Design spi_mem_target_flat, sky130hd; sources not shown.
m1.png
Cells faint in the background.
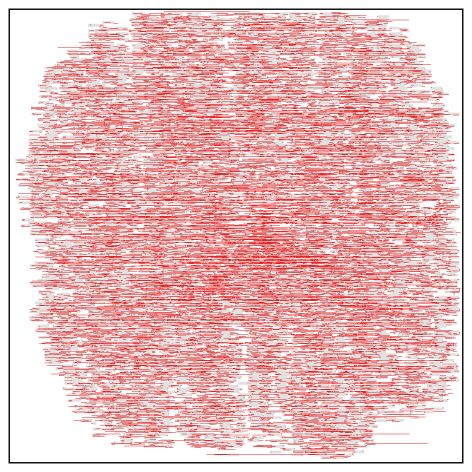
wire length on this layer: 109 mm
longest straight run: 95.7 um
via count: 57,400
GRT met1 Usage: 0.464

m2.png
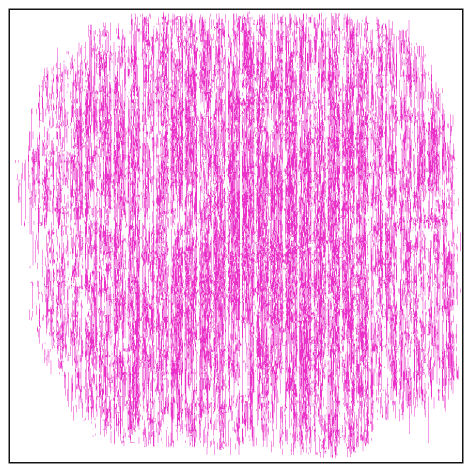
nets with wire on the layer: 4,683
longest straight run: 132 um
met2 Use GR: 0.492
final WL: 313 mm

==> results.txt <==
Flow results.

- The maximum number of pins on one net before global-route repair is ~200.
- Once the clock tree was built, the resizer swapped 0 gates to a different size.
- The classification of the worst setup path is reg -> reg.
- Sorting the synthesized cells by area gives the leading types as sky130_fd_sc_hd__edfxtp_1 63%, sky130_fd_sc_hd__mux4_2 26%, sky130_fd_sc_hd__nor2_1 1.2%.
- The biggest fanout along the worst timing path is 30.
- During synthesis, Yosys emitted a total of 0 warnings.
- The largest incremental delay on the critical path is 1.11 ns.
- The count of TritonRoute iterations in the first routing pass is 7.
- The worst setup skew after layout is about 0.032 ns.
- The largest cell class by area is flip-flops and latches.
- The register area is ~63,000 um^2.
- At the end of the flow, the number of nets in the layout was just under 5,000.
- The data arrival time of the critical path is roughly 6.2 ns.
- Setup repair after global routing left no endpoint under its margin.
- The final critical-path share of the clock period is 0.844.
- The number of antenna cells inserted is 13.
- For this configuration, the core starts out at a cell density of 0.542.
- The sum of buffers and inverters on the critical path is 3.
- Traced cell by cell, the critical path runs through inv_2 > ha_4 > buf_12 > buf_4 > mux4_2 > mux4_2 > nand3_1 > nand4_1 > a2111oi_1 > o41a_1 > o32ai_1.
- In the final layout, the multi-input gates occupy around 33,000 um^2.
- Counting flops with an async set or reset pin after synthesis yields a share of 0.0201.
- In this run, the synthesized area fraction spent on and/or/nand/nor cells is recorded as 0.0340.
- The count of unique library cells instantiated by Yosys is ~74.
- Endpoints with negative setup slack in the final report add up to 0.
- The area of the synthesized netlist per yosys stat is about 100,000 um^2.
- At the pin with the least slew margin, the transition time is around 1.3 ns.
- The final-layout clock-cell area share is 0.0642.
- The H-tree was split into 4 levels.
- The share of the final layout cell area in multi-input gates is 0.308.
- The final timing report lists a max-slew violation count of 0.
- According to the I/O placement log, the pin count is 11.
- The tap cell instance count is ~2,400.
- Per the placement log, port buffering inserted 10 buffers.
- The share of layout cells above drive strength 1 is 0.338.
- The worst path setup slack after routing is around 1.0 ns.
- The placed cell area is just over 100,000 um^2.
- After its last routability iteration, the placer logged a weighted congestion of 0.969.
- The flow ran to the end, and the final reports show no timing, DRC or antenna violations.
- The post-synthesis cell type with the largest instance count is sky130_fd_sc_hd__edfxtp_1.
- Across all checked pins, the minimum headroom to the slew limit is 0.133.
- Of all the cell area in the finished design, non-clock buffers hold 0.0192.
- Non-clock inverters in the final layout number 12.
- The tree built by TritonCTS fans out to about 2,100 sinks.
- Counting endpoints that fail hold in the final report gives 0.
- The clock period could shrink to ~5.5 ns.
- The total number of sequential cells is between 2,000 and 2,500.
- In the layout the tool counted multi-input logic cells amounting to ~2,400.
- Final hold analysis gives a worst-case slack of roughly 0.37 ns.
- The CTS tree is yes.
- For the completed layout, the total cell area is recorded as about 110,000 um^2.
- Clock buffers in the final layout number roughly 260.
- Of the total synthesized cell area, the portion taken by AND-OR and OR-AND cells is 0.0271.
- In the final timing run, aggregate negative setup slack is 0 ns.
- Counting flops with a built-in enable in the synthesized netlist gives between 2,000 and 2,500.
- Switching power as a fraction of the total was reported as 0.219.
- The chip occupies approximately 180,000 um^2.
## layout by cell type, fill, tap and decap left out, drive strengths merged, types with 11 or more instances in the layout
master,count
o21ai,38
nor3,21
nand3,106
mux4,1138
clkinv,97
buf,201
o22ai,32
dfrtp,42
inv,20
and3,11
a211oi,11
a32oi,19
a22oi,85
edfxtp,2048
clkbuf,256
a21oi,59
nand4,19
bufinv,24
a22o,18
mux2,14
nand2,237
a221oi,22
diode,13
mux2i,92
nor2,316
a31oi,16
## logic make-up (layout without fill, tap and decap cells)
kind of cell	count (synthesis)	count (layout)
AND-OR/OR-AND	372	372
XOR/XNOR	13	13
adder cells (fa/ha/maj)	8	8
buffers and inverters	408	615
flip-flops	2090	2090
multiplexers	1244	1244
other	0	13
AND/OR/NAND/NOR	772	772
Power and IR drop assume default switching activity.
